placement_by_type.png
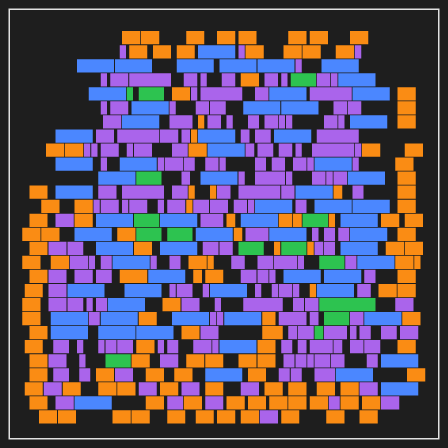
congestion.png
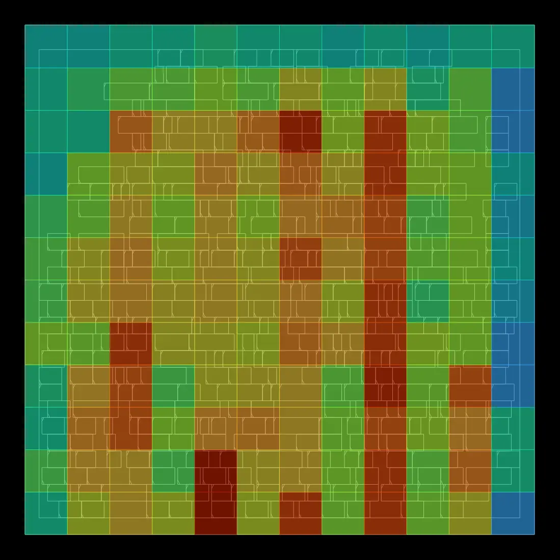
cell_density.png
The die is cut into 8 by 8 equal tiles; black is low, pale yellow is high, 0 to 100% covered.
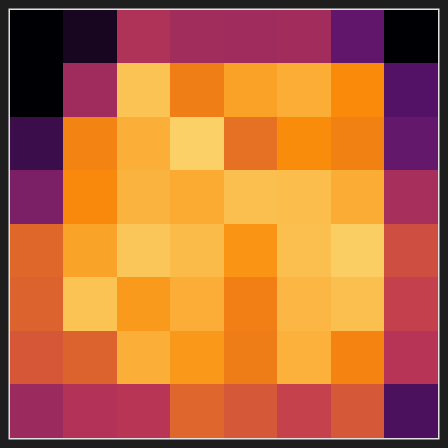
flops_by_reg.png
Other sequential cells in the stronger grey, the rest of the logic in the fainter grey.
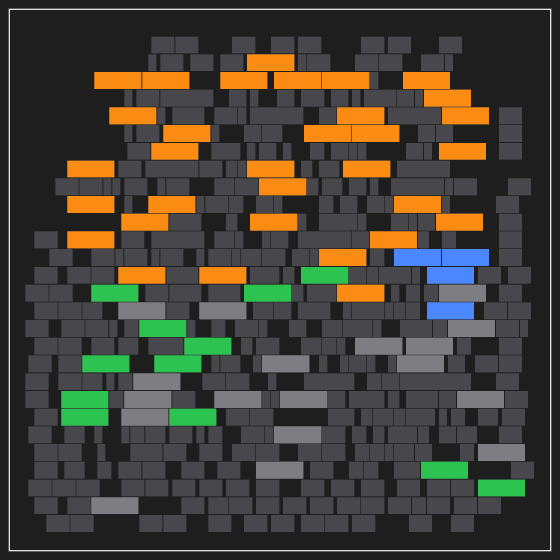
===== config.mk =====
export PLATFORM = sky130hd
export DESIGN_NAME = arbitro_destino
export DESIGN_NICKNAME = d
export VERILOG_FILES = /design/src/rtl/arbitro_destino_pkg.sv /design/src/rtl/arbitro_rr_sel.sv /design/src/rtl/arbitro_destino.sv
export SDC_FILE = /design/constraint.sdc
export NUM_CORES = 1
export LEC_CHECK = 0
export CAP_MARGIN = 0
export CORE_MARGIN = 2
export CORE_UTILIZATION = 47
export CTS_CLUSTER_DIAMETER = 40
export CTS_CLUSTER_SIZE = 24
export DETAILED_ROUTE_END_ITERATION = 8
export GPL_ROUTABILITY_DRIVEN = 0
export GPL_TIMING_DRIVEN = 0
export PLACE_DENSITY = 0.84
export SLEW_MARGIN = 20
export SYNTH_ARGS = -nofsm -noshare
export SYNTH_HDL_FRONTEND = slang
export SYNTH_SLANG_ARGS = --single-unit

===== constraint.sdc =====
create_clock -name clk -period 5.7 [get_ports clk]
set_input_delay 0.57 -clock clk [delete_from_list [all_inputs] [get_ports clk]]
set_output_delay 0.57 -clock clk [all_outputs]
set_load 0.01 [all_outputs]

===== src/rtl/arbitro_destino_pkg.sv =====
// rtl/arbitro_destino_pkg.sv - shared constants and helpers for the egress arbiter
package arbitro_destino_pkg;

  localparam int NUM_VC        = 4;
  localparam int NUM_DEST      = 4;
  localparam int WORD_SIZE_DEF = 12;
  localparam int CNT_WIDTH_DEF = 8;

  // Field positions for the default 12-bit word
  localparam int CLASS_MSB = 11;
  localparam int CLASS_LSB = 10;
  localparam int DEST_MSB  = 9;
  localparam int DEST_LSB  = 8;

  function automatic logic [3:0] onehot4(input logic [1:0] idx);
    onehot4 = 4'b0001 << idx;
  endfunction

endpackage


===== src/rtl/arbitro_rr_sel.sv =====
// rtl/arbitro_rr_sel.sv - combinational round-robin selector, scans ptr, ptr+1, ... modulo 4
module arbitro_rr_sel
  import arbitro_destino_pkg::*;
(
  input  logic [3:0] req,
  input  logic [1:0] ptr,
  output logic       grant_valid,
  output logic [1:0] grant_idx
);

  logic [1:0] idx;

  // Scan from farthest to nearest so the first requester after ptr wins last
  always_comb begin
    grant_valid = 1'b0;
    grant_idx   = ptr;
    idx         = ptr;
    for (int k = NUM_VC - 1; k >= 0; k--) begin
      idx = ptr + 2'(k);
      if (req[idx]) begin
        grant_valid = 1'b1;
        grant_idx   = idx;
      end
    end
  end

endmodule


===== src/rtl/arbitro_destino.sv =====
// rtl/arbitro_destino.sv - drains four class FIFOs round-robin into four destination FIFOs
module arbitro_destino
  import arbitro_destino_pkg::*;
#(
  parameter int WORD_SIZE = WORD_SIZE_DEF,
  parameter int CNT_WIDTH = CNT_WIDTH_DEF
) (
  input  logic                          clk,
  input  logic                          reset,
  input  logic [WORD_SIZE-1:0]          data_in0,
  input  logic [WORD_SIZE-1:0]          data_in1,
  input  logic [WORD_SIZE-1:0]          data_in2,
  input  logic [WORD_SIZE-1:0]          data_in3,
  input  logic [3:0]                    fifo_empty,
  input  logic [3:0]                    fifos_almost_full,
  output logic [3:0]                    pop,
  output logic [3:0]                    push,
  output logic [WORD_SIZE-1:0]          data_out_arb,
  output logic [NUM_DEST*CNT_WIDTH-1:0] cnt_dest
);

  logic [WORD_SIZE-1:0] din [NUM_VC];
  logic [3:0]           eligible;
  logic                 grant_valid;
  logic [1:0]           grant_idx;
  logic                 issue;
  logic [1:0]           dest;

  logic [3:0]           pop_q, pop_d;
  logic [3:0]           push_q, push_d;
  logic [1:0]           ptr_q, ptr_d;
  logic [WORD_SIZE-1:0] stage_q, stage_d;
  logic [WORD_SIZE-1:0] data_q, data_d;
  logic [CNT_WIDTH-1:0] cnt_q [NUM_DEST];
  logic [CNT_WIDTH-1:0] cnt_d [NUM_DEST];

  assign din[0] = data_in0;
  assign din[1] = data_in1;
  assign din[2] = data_in2;
  assign din[3] = data_in3;

  // A FIFO popped this cycle still shows its old head; skip it to avoid underflow
  assign eligible = ~fifo_empty & ~pop_q;

  arbitro_rr_sel u_rr_sel (
    .req         (eligible),
    .ptr         (ptr_q),
    .grant_valid (grant_valid),
    .grant_idx   (grant_idx)
  );

  assign issue = grant_valid && !(|fifos_almost_full);
  assign dest  = stage_q[WORD_SIZE-3:WORD_SIZE-4];

  always_comb begin
    pop_d   = '0;
    ptr_d   = ptr_q;
    stage_d = stage_q;
    if (issue) begin
      pop_d   = onehot4(grant_idx);
      ptr_d   = grant_idx + 2'd1;
      stage_d = din[grant_idx];
    end
  end

  // An issued word is always pushed, regardless of almost-full in the meantime
  always_comb begin
    push_d = '0;
    data_d = '0;
    cnt_d  = cnt_q;
    if (|pop_q) begin
      push_d      = onehot4(dest);
      data_d      = stage_q;
      cnt_d[dest] = cnt_q[dest] + CNT_WIDTH'(1);
    end
  end

  always_ff @(posedge clk) begin
    if (reset) begin
      pop_q   <= '0;
      push_q  <= '0;
      ptr_q   <= '0;
      stage_q <= '0;
      data_q  <= '0;
      for (int i = 0; i < NUM_DEST; i++) begin
        cnt_q[i] <= '0;
      end
    end else begin
      pop_q   <= pop_d;
      push_q  <= push_d;
      ptr_q   <= ptr_d;
      stage_q <= stage_d;
      data_q  <= data_d;
      for (int i = 0; i < NUM_DEST; i++) begin
        cnt_q[i] <= cnt_d[i];
      end
    end
  end

  assign pop          = pop_q;
  assign push         = push_q;
  assign data_out_arb = data_q;

  for (genvar i = 0; i < NUM_DEST; i++) begin : g_cnt
    assign cnt_dest[i*CNT_WIDTH +: CNT_WIDTH] = cnt_q[i];
  end

endmodule


==> job_summary.md <==
## Implementation flow summary

| Metric | Value |
|---|---|
| Inverters excl. clock | 1 |
| CTS tree | done |
| Clk cell area share | 0.04738 |
| Simple share | 0.1685 |
| Post-synth EDFFs | 0 |
| Initial DRC count | 143 |
| Sequential share of cell area | 0.3070 |
| CP Launch Point | fifo_empty[1] |
| Mux share | 0.1848 |
| DR vias/cell | 5.438 |
| Startpoint Class | primary input |
| Clk sinks | 66 |
| WHS Endpoint | data_out_arb[10] |
| Clk pin slew, worst setup/hold paths | 0.07 ns |
| Diode count | 0 |
| DR top layer | met4 |
| Outcome | complete, no violations |
| Layout cells sized above 1 | 0.1070 |
| Synth Seq Share | 0.4517 |
| Crit end category | flop |
| Number of setup buffers added after CTS | 0 |
| Storage cell area | 1321 um2 |
| Die Span X | 82.89 um |
| Min-Delay Path Class | flop to flop |
| Warnings, synthesis | 0 |
| Synth flops | 66 |
| Worst setup path endpoint | stage_q[5] |
| Post-synth cell types | 46 |
| RSZ-0062 raised after global routing | false |
| Root Buffer | clkbuf_8 |
| R2r endpoint | stage_q[5] |
About placement_by_type.png:
[purple] combinational and other logic | cells: 193 | share of their area: 36%
[orange] other buffers and delay cells | cells: 128 | share of their area: 28%
[blue] flops | cells: 66 | share of their area: 31%
[green] clock drivers and dummy loads | cells: 15 | share of their area: 4.8%
final instance area: 4304 um2
final design utilization: 0.7227
Rows: 28
core area: 5956 um2

About congestion.png:
met2 Use GR: 0.3761
met3 usage: 0.06362
Global Route met1 Usage: 0.2591
GR peak layer: met2
post-DR wirelength/cell: 15.61 um

About cell_density.png:
densest ninth of the die: centre
tiles over 75% full: 39%
nearly empty tiles: 4.7%
fullest tile: 90%
emptiest ninth of the die: north-west
mean over tiles: 61%
fp util: 0.4912

About flops_by_reg.png:
[orange] cnt_dest | flops: 32
[green] stage_q | flops: 12
[blue] push | flops: 4 | where: east
not coloured: 18

-- state kept, by name (all words and copies together), names as in the netlist --
| signal | flops |
|---|---|
| cnt_dest | 32 |
| stage_q | 12 |
| ptr_q | 2 |
| data_out_arb | 12 |
| pop | 4 |
| push | 4 |
-- synthesized netlist by cell type (2+ instances only) --
cell type / instances / area, um2
dfxtp_1: 66 / 1321
xnor2_1: 4 / 35.03
xor2_1: 2 / 17.52
o21bai_1: 3 / 22.52
mux2i_1: 36 / 360.4
mux4_2: 8 / 180.2
buf_4: 2 / 15.01
o22ai_1: 2 / 12.51
nor2b_1: 2 / 12.51
nand3b_1: 2 / 15.01
and3_1: 4 / 25.02
clkbuf_1: 11 / 41.29
a211oi_1: 21 / 157.7
nor2_1: 43 / 161.4
nor3b_2: 3 / 37.54
buf_2: 5 / 25.02
nand3_1: 4 / 20.02
and2_1: 13 / 81.33
nand2_1: 9 / 33.78
o221ai_1: 10 / 87.58
nor3_1: 2 / 10.01
nor4_1: 2 / 12.51
a221oi_1: 2 / 17.52
-- critical path, cell delays in order --
cell and delay (ns):
clkdlybuf4s50_1 0.49, o22ai_1 0.11, o31ai_1 0.56, nor2_1 0.12, nand2_1 0.14, clkbuf_1 0.40, o221ai_1 0.21
-- power by group --
group | leakage (nW) | internal, mW | switching [mW]
combinational | 0.892 | 0.0661 | 0.0467
sequential | 0.532 | 0.466 | 0.00322
clock | 0.106 | 0.235 | 0.167
-- through the flow --
step / power, mW / setup WS, ns
6_report: 0.9838 / 3.279
5_1_grt: 1.018 / 3.083
4_1_cts: 0.9923 / 3.287
3_5_place_dp: 0.5924 / 2.935
3_3_place_gp: 0.5902 / 2.993
2_1_floorplan: 0.5364 / 3.783
No activity file was given, so power comes from the tool's default toggle rates.
